==> run_1/placed.png <==
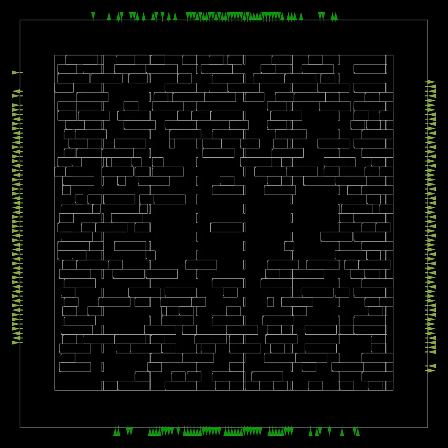
==> run_1/class_map.png <==
Bar = 20 µm. Fill, decap, tap and diode cells in gray.
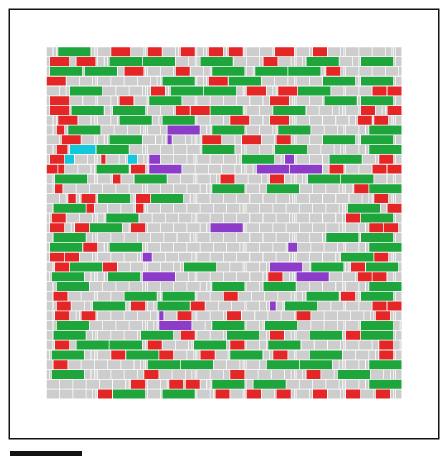
==> run_1/m1.png <==
Supply wires on this layer in gray.
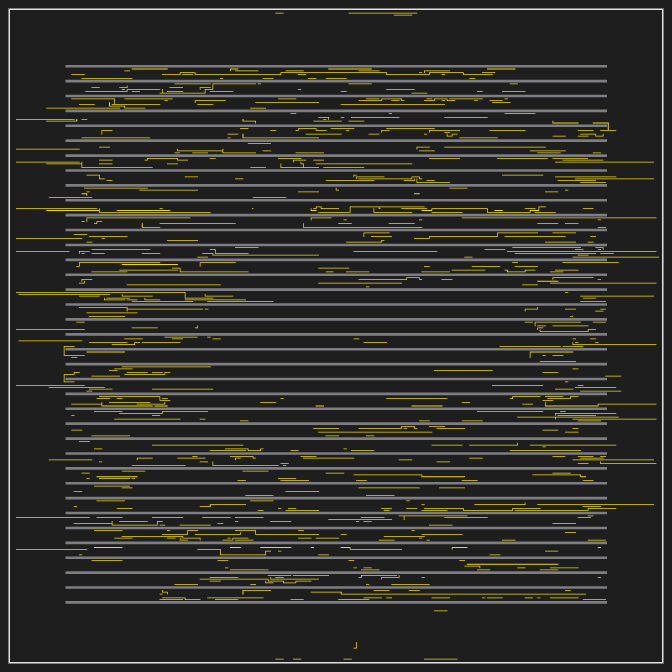
File: config.mk
export PLATFORM = sky130hd
export DESIGN_NAME = ex_mem_pipe_reg
export DESIGN_NICKNAME = d
export VERILOG_FILES = /design/src/rtl/ex_mem_pipe_reg.sv
export SDC_FILE = /design/constraint.sdc
export NUM_CORES = 1
export LEC_CHECK = 0
export CAP_MARGIN = 25
export CORE_MARGIN = 10
export CORE_UTILIZATION = 50
export CTS_BUF_LIST = sky130_fd_sc_hd__clkbuf_16
export DETAILED_ROUTE_END_ITERATION = 10
export DONT_BUFFER_PORTS = 1
export GPL_ROUTABILITY_DRIVEN = 0
export PLACE_DENSITY_LB_ADDON = 0.1
export SYNTH_ARGS = -nofsm -noshare
export SYNTH_HDL_FRONTEND = slang
export SYNTH_SLANG_ARGS = --single-unit
export TNS_END_PERCENT = 5
File: constraint.sdc
create_clock -name clk_i -period 2.5 [get_ports clk_i]
set_input_delay 0.5 -clock clk_i [delete_from_list [all_inputs] [get_ports clk_i]]
set_output_delay 0.5 -clock clk_i [all_outputs]
set_load 0.02 [all_outputs]
File: src/rtl/ex_mem_pipe_reg.sv
// EX/MEM pipeline register with valid/ready handshake toward the MEM stage.
// Define EX_MEM_SKID_EN for a two-entry (main + skid) buffer with a registered ex_ready_o.
module ex_mem_pipe_reg #(
    parameter int DATA_W = 32,
    parameter int REG_AW = 5
) (
    input  logic              clk_i,
    input  logic              rst_i,
    input  logic              flush_i,
    input  logic              ex_valid_i,
    output logic              ex_ready_o,
    input  logic [DATA_W-1:0] alu_result_i,
    input  logic              alu_zero_i,
    input  logic [DATA_W-1:0] store_data_i,
    input  logic [REG_AW-1:0] regdst_i,
    input  logic [DATA_W-1:0] branch_target_i,
    input  logic              d_regwrite_i,
    input  logic              d_memtoreg_i,
    input  logic              d_memread_i,
    input  logic              d_memwrite_i,
    input  logic              d_branch_i,
    output logic              mem_valid_o,
    input  logic              mem_ready_i,
    output logic [DATA_W-1:0] alu_result_o,
    output logic [DATA_W-1:0] store_data_o,
    output logic [DATA_W-1:0] branch_target_o,
    output logic [REG_AW-1:0] regdst_o,
    output logic              regwrite_o,
    output logic              memtoreg_o,
    output logic              memread_o,
    output logic              memwrite_o,
    output logic              pcsrc_o
);

    typedef struct packed {
        logic [DATA_W-1:0] alu_result;
        logic              alu_zero;
        logic [DATA_W-1:0] store_data;
        logic [REG_AW-1:0] regdst;
        logic [DATA_W-1:0] branch_target;
        logic              regwrite;
        logic              memtoreg;
        logic              memread;
        logic              memwrite;
        logic              branch;
    } entry_t;

    entry_t in_entry;
    entry_t main_q;
    logic   main_valid;
    logic   accept;

    always_comb begin
        in_entry.alu_result    = alu_result_i;
        in_entry.alu_zero      = alu_zero_i;
        in_entry.store_data    = store_data_i;
        in_entry.regdst        = regdst_i;
        in_entry.branch_target = branch_target_i;
        in_entry.regwrite      = d_regwrite_i;
        in_entry.memtoreg      = d_memtoreg_i;
        in_entry.memread       = d_memread_i;
        in_entry.memwrite      = d_memwrite_i;
        in_entry.branch        = d_branch_i;
    end

`ifdef EX_MEM_SKID_EN
    entry_t skid_q;
    logic   skid_valid;
    logic   ready_q;
    entry_t main_d;
    entry_t skid_d;
    logic   main_valid_d;
    logic   skid_valid_d;

    // ex_ready_o comes straight from a flop, so mem_ready_i never reaches it combinationally.
    assign ex_ready_o = ready_q;
    assign accept     = ex_valid_i & ready_q;

    // NOTE: every next-state variable gets its hold value first so no path can infer a latch.
    always_comb begin
        main_d       = main_q;
        main_valid_d = main_valid;
        skid_d       = skid_q;
        skid_valid_d = skid_valid;
        if (flush_i) begin
            main_valid_d = 1'b0;
            skid_valid_d = 1'b0;
        end else if (!main_valid || mem_ready_i) begin
            // Main slot frees up: the skid entry is older, so it moves in ahead of any new one.
            if (skid_valid) begin
                main_d       = skid_q;
                main_valid_d = 1'b1;
                skid_valid_d = 1'b0;
            end else if (accept) begin
                main_d       = in_entry;
                main_valid_d = 1'b1;
            end else begin
                main_valid_d = 1'b0;
            end
        end else if (accept) begin
            skid_d       = in_entry;
            skid_valid_d = 1'b1;
        end
    end

    // NOTE: payload registers are reset too, because every output must read 0 during reset.
    always_ff @(posedge clk_i or negedge rst_i) begin
        if (!rst_i) begin
            main_q     <= '0;
            main_valid <= 1'b0;
            skid_q     <= '0;
            skid_valid <= 1'b0;
            ready_q    <= 1'b0;
        end else begin
            main_q     <= main_d;
            main_valid <= main_valid_d;
            skid_q     <= skid_d;
            skid_valid <= skid_valid_d;
            ready_q    <= !skid_valid_d;
        end
    end
`else
    logic armed_q;

    // armed_q keeps ex_ready_o low during reset and releases it on the first clock afterward.
    assign ex_ready_o = armed_q & (!main_valid | mem_ready_i);
    assign accept     = ex_valid_i & ex_ready_o;

    // NOTE: payload registers are reset too, because every output must read 0 during reset.
    always_ff @(posedge clk_i or negedge rst_i) begin
        if (!rst_i) begin
            main_q     <= '0;
            main_valid <= 1'b0;
            armed_q    <= 1'b0;
        end else begin
            // NOTE: non-blocking assignments keep every flop sampling pre-edge values.
            armed_q <= 1'b1;
            if (flush_i) begin
                main_valid <= 1'b0;
            end else if (accept) begin
                main_q     <= in_entry;
                main_valid <= 1'b1;
            end else if (mem_ready_i) begin
                main_valid <= 1'b0;
            end
        end
    end
`endif

    // Data outputs keep the last captured value; control outputs are qualified by valid.
    assign mem_valid_o     = main_valid;
    assign alu_result_o    = main_q.alu_result;
    assign store_data_o    = main_q.store_data;
    assign branch_target_o = main_q.branch_target;
    assign regdst_o        = main_q.regdst;
    assign regwrite_o      = main_valid & main_q.regwrite;
    assign memtoreg_o      = main_valid & main_q.memtoreg;
    assign memread_o       = main_valid & main_q.memread;
    assign memwrite_o      = main_valid & main_q.memwrite;
    assign pcsrc_o         = main_valid & main_q.branch & main_q.alu_zero;

endmodule
==> flow_summary.json, run 1 <==
{
  "run_status": "complete, but fails checks",
  "failed_checks": "hold timing",
  "post_layout_nonfiller_instances": 378,
  "die_w_um": 119,
  "hold_viol": 109,
  "worst_setup_hold_path_clk_slew_ns": 0.07,
  "cts_buffers": 9,
  "synth.cells.most_frequent": "sky130_fd_sc_hd__dfrtp_1, sky130_fd_sc_hd__buf_4, sky130_fd_sc_hd__mux2_2",
  "post_synth_inst_count": 339,
  "num_io_pins": 220,
  "tool_warnings": 30,
  "layout_setup_ws_ns": 0.764,
  "cts_setup_buffers": 0,
  "route.detailed.vias_per_inst": 5.19,
  "synth_cell_types": 12,
  "initCoreUtil_pct": 50.7,
  "max_clock_freq_ghz": 0.576,
  "rsz0062_at_grt": "no",
  "postSynth.topFlopCell": "sky130_fd_sc_hd__dfrtp_1",
  "num_vias": 1960,
  "grt_pass1_wl_um": 14100,
  "grt_antenna_before_repair": 2,
  "netlist.top_cell.by_area": "sky130_fd_sc_hd__dfrtp_1",
  "ctsHtreeMaxLevel": 3,
  "cts_resized": 0,
  "grt_pass1_vias": 2185,
  "placed_instances": 362,
  "required_ns": 2.71,
  "critPathKind": "flop to flop",
  "ys_top_cells_by_area": "sky130_fd_sc_hd__dfrtp_1, sky130_fd_sc_hd__mux2_2, sky130_fd_sc_hd__buf_4, sky130_fd_sc_hd__mux2_4, sky130_fd_sc_hd__buf_2",
  "groute.usage.overall_pct": 12.8,
  "syn2layout_area_growth_pct": -7.52,
  "yosysChipArea_mm2": 0.00491,
  "portion_of_the_post_synthesis_area_used_by_sequential_elements_pct": 55.6,
  "static-leakage-power_nw": 2.03,
  "grt_start_max_net_pins": 110,
  "enable_flop_cells": 0,
  "tmin_final_ns": 1.74,
  "synth-warning-count": 0,
  "setup_tns_ns": 0,
  "bufs_on_longest_clock_path": 2,
  "timing.max_cap.violations": 0,
  "pre_cts_ws_ns": 0.677,
  "detail_route.wirelength_um": 9280,
  "detail_route.first_pass.iterations": 4,
  "worst_vdd_rail_ir_drop_mv": 0.419,
  "drc": 0,
  "detail_route.iter0.violations": 92,
  "clock_skew_ns": 0.00832,
  "syn-cell-area_mm2": 0.00491,
  "numClockSinks": 109,
  "worstHoldPathType": "input pin to async pin",
  "clock-root-buffer": "sky130_fd_sc_hd__clkbuf_16",
  "floorplan.nets": 451,
  "grt_overflow": 0,
  "worstSetupEndpointType": "flop",
  "clock_tree_from_tritoncts": "built",
  "portBuffers": 0,
  "yosysMostFrequentCell": "sky130_fd_sc_hd__dfrtp_1",
  "synth.top_cell.area_share_pct": 55.6,
  "cp_data_arrival_time_ns": 1.95,
  "critical_path_peak_fanout": 86,
  "wl_per_cell_um": 24.5,
  "die-area_mm2": 0.0142,
  "startpoint_type": "flop",
  "layout_worst_path_cycle_share_pct": 69.5,
  "synth_flops": 109,
  "whs_ns": -0.141,
  "fp.dieH_um": 119,
  "synth_stat.cells": 339,
  "report.final.slew_viol_count": 0,
  "postRouteAntennaNets": 0,
  "final_core_util_pct": 46.9,
  "clk-insertion-delay-late_ns": 0.34,
  "core_mm2": 0.00968,
  "antenna_cells": 0,
  "synth_area_per_cell_um2": 14.5,
  "final_layout_size_suffix_gt1_share_pct": 51.0,
  "power.density_mw_per_mm2": 998,
  "synth_async_sr_flop_share_pct": 100,
  "finish.net_count": 352,
  "hpwl_after_dpl_um": 6980,
  "final_number_of_setup_violating_endpoints": 0
}
About placed.png:
num rows: 36
num tapcells: 133
Flops: 109

About class_map.png:
sequential cells: marked green, cells 109, share of their area 62%. remaining buffers and delay cells: marked cyan, cells 3, share of their area 0.80%. remaining logic cells: marked red, cells 117, share of their area 31%. clock drivers and dummy loads: marked purple, cells 16, share of their area 6.2%.

About m1.png:
The layer carries 3310 µm of wire. 302 nets have wire on it.

run 1: kinds of logic after synthesis:
logic type / after synthesis / synth area share [%]
other cells: 1 / 0.0764
simple gates: 8 / 1.12
buf+inv: 113 / 17.1
flops: 109 / 55.6
mux: 107 / 26.0
compound gates: 1 / 0.102
run 1: cell usage in the layout (no fill, tap or decap):
cell type	count
sky130_fd_sc_hd__clkinvlp_4	3
sky130_fd_sc_hd__mux2_2	88
sky130_fd_sc_hd__mux2_4	19
sky130_fd_sc_hd__buf_4	2
sky130_fd_sc_hd__and2_1	5
sky130_fd_sc_hd__conb_1	1
sky130_fd_sc_hd__clkbuf_16	9
sky130_fd_sc_hd__nand4b_1	1
sky130_fd_sc_hd__o21ai_0	1
sky130_fd_sc_hd__dfrtp_1	109
sky130_fd_sc_hd__inv_1	1
sky130_fd_sc_hd__nand2b_2	1
sky130_fd_sc_hd__clkinv_4	1
sky130_fd_sc_hd__buf_12	1
sky130_fd_sc_hd__clkinv_1	1
sky130_fd_sc_hd__and3_1	1
sky130_fd_sc_hd__clkinv_2	1
run 1: metrics by stage:
stage | area (µm²) | power (mW) | hold slack, ns
2_1_floorplan | 4910 | 3.62 | 0.204
3_3_place_gp | 4270 | 3.29 | 0.208
3_5_place_dp | 4270 | 3.31 | 0.208
4_1_cts | 4540 | 4.61 | -0.158
5_1_grt | 4540 | 4.76 | -0.167
6_report | 4540 | 4.53 | -0.141
run 1: sequential cells by signal, indices dropped and copies added (netlist names):
register,flops
alu_result_o,32
branch_target_o,32
store_data_o,32
main_q,6
regdst_o,5
armed_q,1
mem_valid_o,1
run 1: path summary, 6_finish.rpt:
check,cells after the start,startpoint,endpoint,slack (ns)
max in group asynchronous,0,rst_i,alu_result_o[7],2.49
min,0,rst_i,branch_target_o[30],-0.14
max,5,mem_valid_o,store_data_o[18],0.76
max reg2reg,5,mem_valid_o,store_data_o[18],0.76
min reg2reg,1,main_q[74],main_q[74],0.50
min in group clk_i,1,flush_i,mem_valid_o,0.28
run 1: per-layer routing:
| layer | GRT usage (%) | part of all wire (%) | up-vias |
|---|---|---|---|
| met5 | 0 | 0.075 | - |
| met4 | 4.35 | 1.1 | 2 |
| met3 | 9.16 | 16 | 10 |
| met2 | 19.7 | 47 | 124 |
| met1 | 13.5 | 36 | 995 |
| li1 | - | - | 829 |
run 1: critical path, stage by stage, from the launching register on:
cell	delay, ns
sky130_fd_sc_hd__dfrtp_1	0.32
sky130_fd_sc_hd__buf_4	0.17
sky130_fd_sc_hd__nand2b_2	0.08
sky130_fd_sc_hd__nand4b_1	0.17
sky130_fd_sc_hd__buf_12	0.39
sky130_fd_sc_hd__mux2_2	0.40
run 1: area by class of cell:
type | instances | area (µm²)
Multi-Input combinational cell | 117 | 1340
Tap cell | 133 | 166
Fill cell | 853 | 5150
Clock buffer | 9 | 225
Sequential cell | 109 | 2730
Clock inverter | 7 | 43.8
Timing Repair Buffer | 3 | 35.0
run 1: where the power goes:
part	internal, mW	total (mW)	switching (mW)
Clock	0.669	1.28	0.608
Sequential	2.12	2.82	0.699
Combinational	0.313	0.435	0.122
Total	3.10	4.53	1.43
==> run_1/route_heat.png <==
The die is cut into 24 by 24 equal tiles; black is low, pale yellow is high, scaled to the fullest tile. Values are wire area over tile area, all layers added.
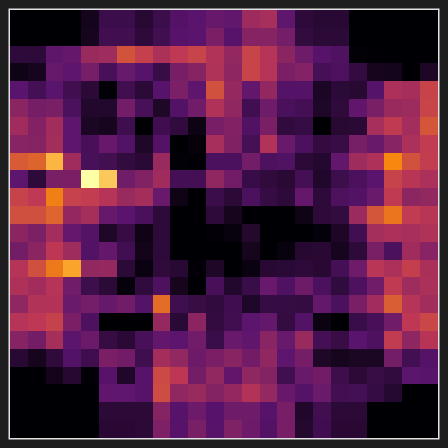

==> run 2, diff against run 1 <==
==> constraint.sdc (replaced) <==
create_clock -name clk_i -period 1.44 [get_ports clk_i]
set_input_delay 0.288 -clock clk_i [delete_from_list [all_inputs] [get_ports clk_i]]
set_output_delay 0.288 -clock clk_i [all_outputs]
set_load 0.02 [all_outputs]
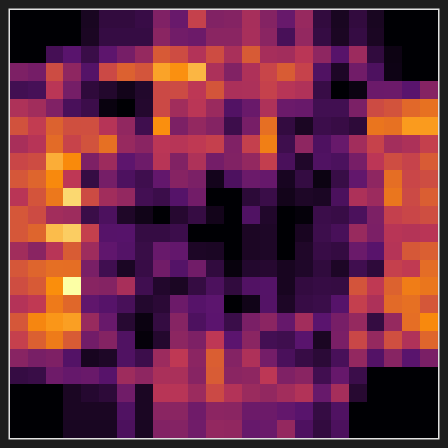
(run_2/route_heat.png)
The die is cut into 24 by 24 equal tiles; black is low, pale yellow is high, scaled to the fullest tile. Values are wire area over tile area, all layers added.
The mean over all tiles is 0.12. 21% of the tiles are over half the peak. The emptiest ninth of the die: center. The fullest tile reaches 0.38. 11% of the tiles are nearly empty.

==> flow_summary.json, run 2 <==
{
  "run_status": "complete, but fails checks",
  "failed_checks": "hold timing, setup timing",
  "sequentialPowerShare_pct": 61.5,
  "route.detailed.vias_per_inst": 5.18,
  "power.density_mw_per_mm2": 1700,
  "num_vias": 2025,
  "grt_overflow": 0,
  "final-seq-area_mm2": 0.00273,
  "ctsHtreeMaxLevel": 3,
  "die_w_um": 119,
  "critical_path_peak_fanout": 6,
  "worstSetupEndpointType": "output pin",
  "clock_skew_ns": 0.00563,
  "synth.cellmix.adderShare_pct": 0,
  "worstReg2RegEnd": "branch_target_o[8]",
  "syn-cell-area_mm2": 0.00491,
  "report.final.slew_viol_count": 0,
  "tmin_final_ns": 1.45,
  "yosysMostFrequentCell": "sky130_fd_sc_hd__dfrtp_1",
  "whs_ns": -0.362,
  "hold_viol": 109,
  "numClockSinks": 109,
  "initCoreUtil_pct": 50.7,
  "setup_tns_ns": -0.00675,
  "layout_worst_path_cycle_share_pct": 100,
  "worstHoldPathType": "input pin to async pin",
  "cp_data_arrival_time_ns": 1.16,
  "yosys.area_share.xor_xnor_pct": 0,
  "yosys.area_share.simple_pct": 1.12,
  "worst_r2r_path_depth": 4,
  "total_switching_power_mw": 2.53,
  "most-common-layout-cells": "sky130_fd_sc_hd__dfrtp_1, sky130_fd_sc_hd__mux2_2, sky130_fd_sc_hd__mux2_4",
  "muxShareOfSynthArea_pct": 26.0,
  "worst_vdd_rail_ir_drop_mv": 0.613,
  "syn2layout_area_growth_pct": -4.64,
  "synth_cell_types": 12,
  "clock_tree_from_tritoncts": "built",
  "synth_async_sr_flop_share_pct": 100,
  "yosysChipArea_mm2": 0.00491,
  "postRouteAntennaNets": 0,
  "share_comb_of_total_power_pct": 9.9,
  "enable_flop_cells": 0,
  "postSynth.topFlopCell": "sky130_fd_sc_hd__dfrtp_1",
  "post_synth_inst_count": 339,
  "portBuffers": 0,
  "die-area_mm2": 0.0142,
  "critical_path.max_stage_delay_ns": 0.38,
  "synth_stat.cells": 339,
  "finish.net_count": 363,
  "final_core_util_pct": 48.3,
  "synth_flops": 109,
  "reg2reg_from": "mem_valid_o",
  "clk-insertion-delay-late_ns": 0.34,
  "clock_power_share_pct": 28.6,
  "synth.top_cell.area_share_pct": 55.6,
  "detail_route.first_pass.iterations": 2,
  "layout_setup_ws_ns": -0.00675,
  "grt_antenna_before_repair": 2,
  "ys_top_cells_by_area": "sky130_fd_sc_hd__dfrtp_1, sky130_fd_sc_hd__mux2_2, sky130_fd_sc_hd__buf_4, sky130_fd_sc_hd__mux2_4, sky130_fd_sc_hd__buf_2",
  "grt_pass1_wl_um": 14400,
  "startpoint_type": "flop",
  "static-leakage-power_nw": 2.10,
  "netlist.top_cell.by_area": "sky130_fd_sc_hd__dfrtp_1",
  "r2r_slack_ns": 0.03,
  "synth-compound-area-share_pct": 0.102,
  "drc": 0,
  "cp_cell_sequence": "buf_4 -> and3_4",
  "filler_cell_count": 846,
  "detail_route.wirelength_um": 9590,
  "grt_pass1_vias": 2287,
  "final_common_cell": "sky130_fd_sc_hd__dfrtp_1",
  "logic_family": "multiplexers",
  "pre_cts_ws_ns": 0.0161,
  "power.internal_mw": 5.43,
  "required_ns": 1.15,
  "timing.max_cap.violations": 0,
  "grt_start_max_net_pins": 110,
  "bufs_on_longest_clock_path": 2,
  "core_mm2": 0.00968,
  "share_of_total_power_consumed_by_net_switching_pct": 31.8,
  "final_layout_size_suffix_gt1_share_pct": 55.5,
  "crit_end": "pcsrc_o",
  "rsz0062_at_grt": "yes",
  "clock-root-buffer": "sky130_fd_sc_hd__clkbuf_16",
  "final-comb-area_mm2": 0.00136,
  "tool_warnings": 34,
  "final_number_of_setup_violating_endpoints": 1,
  "synth_area_per_cell_um2": 14.5,
  "portion_of_the_post_synthesis_area_used_by_sequential_elements_pct": 55.6,
  "groute.usage.overall_pct": 13.1,
  "cts_buffers": 9,
  "critPathKind": "flop to output pin",
  "max_stage_delay_cell_worst_path": "sky130_fd_sc_hd__dfrtp_2",
  "fp.dieH_um": 119,
  "wl_per_cell_um": 24.5,
  "synth-warning-count": 0,
  "detail_route.iter0.violations": 83,
  "synth.cells.most_frequent": "sky130_fd_sc_hd__dfrtp_1, sky130_fd_sc_hd__buf_4, sky130_fd_sc_hd__mux2_2",
  "floorplan.nets": 451,
  "worst_setup_path_startpoint": "mem_valid_o",
  "std_cell_rows": 36,
  "max_clock_freq_ghz": 0.691,
  "num_io_pins": 220,
  "worst_setup_hold_path_clk_slew_ns": 0.07,
  "hpwl_after_dpl_um": 7530
}
## run 2: cell counts after synthesis
No cell type changed its count.
## run 2: repair_timing
action                                  in CTS  in global routing
buffers inserted                             0                  0
hold endpoints to repair                   109                109
gates cloned                                 0                  0
gates resized                                9                  3
endpoints found under the setup margin       6                106
## run 2: cells by family after synthesis
kind of cell,after synthesis
other,1
buffers and inverters,113
flip-flops,109
AND/OR/NAND/NOR,8
multiplexers,107
AND-OR/OR-AND,1
## run 2: how the worst min path moves through the flow
stage | start | endpoint | slack (ns) | cells after the start
after floorplan | rst_i | alu_result_o[0] | -0.008 | 0
after global placement | rst_i | branch_target_o[19] | -0.004 | 0
after detailed placement | rst_i | branch_target_o[19] | -0.004 | 0
after CTS | rst_i | branch_target_o[19] | -0.38 | 0
after global routing | rst_i | branch_target_o[19] | -0.38 | 0
final | rst_i | branch_target_o[19] | -0.36 | 0
## run 2: layer usage
layer	part of all wire (%)	vias up	wire [µm]	track usage, %
li1	-	852	-	-
met1	34	1035	3220	13.1
met2	49	127	4660	20.9
met3	16	11	1550	9.68
met4	1.7	0	163	4.66
met5	0	-	0	0
## run 2: power by group through the flow
stage / combinational (mW) / clock, mW / sequential, mW
after floorplan: 2.34 / 0 / 3.96
after global placement: 0.759 / 0 / 4.98
after detailed placement: 0.799 / 0 / 4.98
after CTS: 0.800 / 2.38 / 4.93
after global routing: 0.864 / 2.49 / 4.98
final: 0.789 / 2.28 / 4.90
## run 2: layout make-up
| type | instances | area share (%) |
|---|---|---|
| sequential | 109 | 58.3 |
| multi-input combinational | 117 | 29.1 |
| clock buffer | 9 | 4.81 |
| tap | 133 | 3.56 |
| timing repair buffer | 14 | 3.05 |
| clock inverter | 7 | 1.04 |
| antenna | 2 | 0.107 |
## run 2: worst max-delay path, delay by kind of cell, from the launching register on
kind                   cells  cell delay [ns]
and+or+nand+nor            1             0.25
DFF                        1             0.38
buffers and inverters      1             0.19
## run 2: metrics by stage
| stage | area [µm²] | cells | hold WS (ns) | power [mW] |
|---|---|---|---|---|
| after floorplan | 4920 | 339 | -0.00759 | 6.29 |
| after global placement | 4380 | 373 | -0.00438 | 5.74 |
| after detailed placement | 4380 | 373 | -0.00444 | 5.78 |
| after CTS | 4670 | 389 | -0.380 | 8.11 |
| after global routing | 4670 | 389 | -0.385 | 8.34 |
| final | 4680 | 391 | -0.362 | 7.97 |
No activity file was given, so power comes from the tool's default toggle rates.
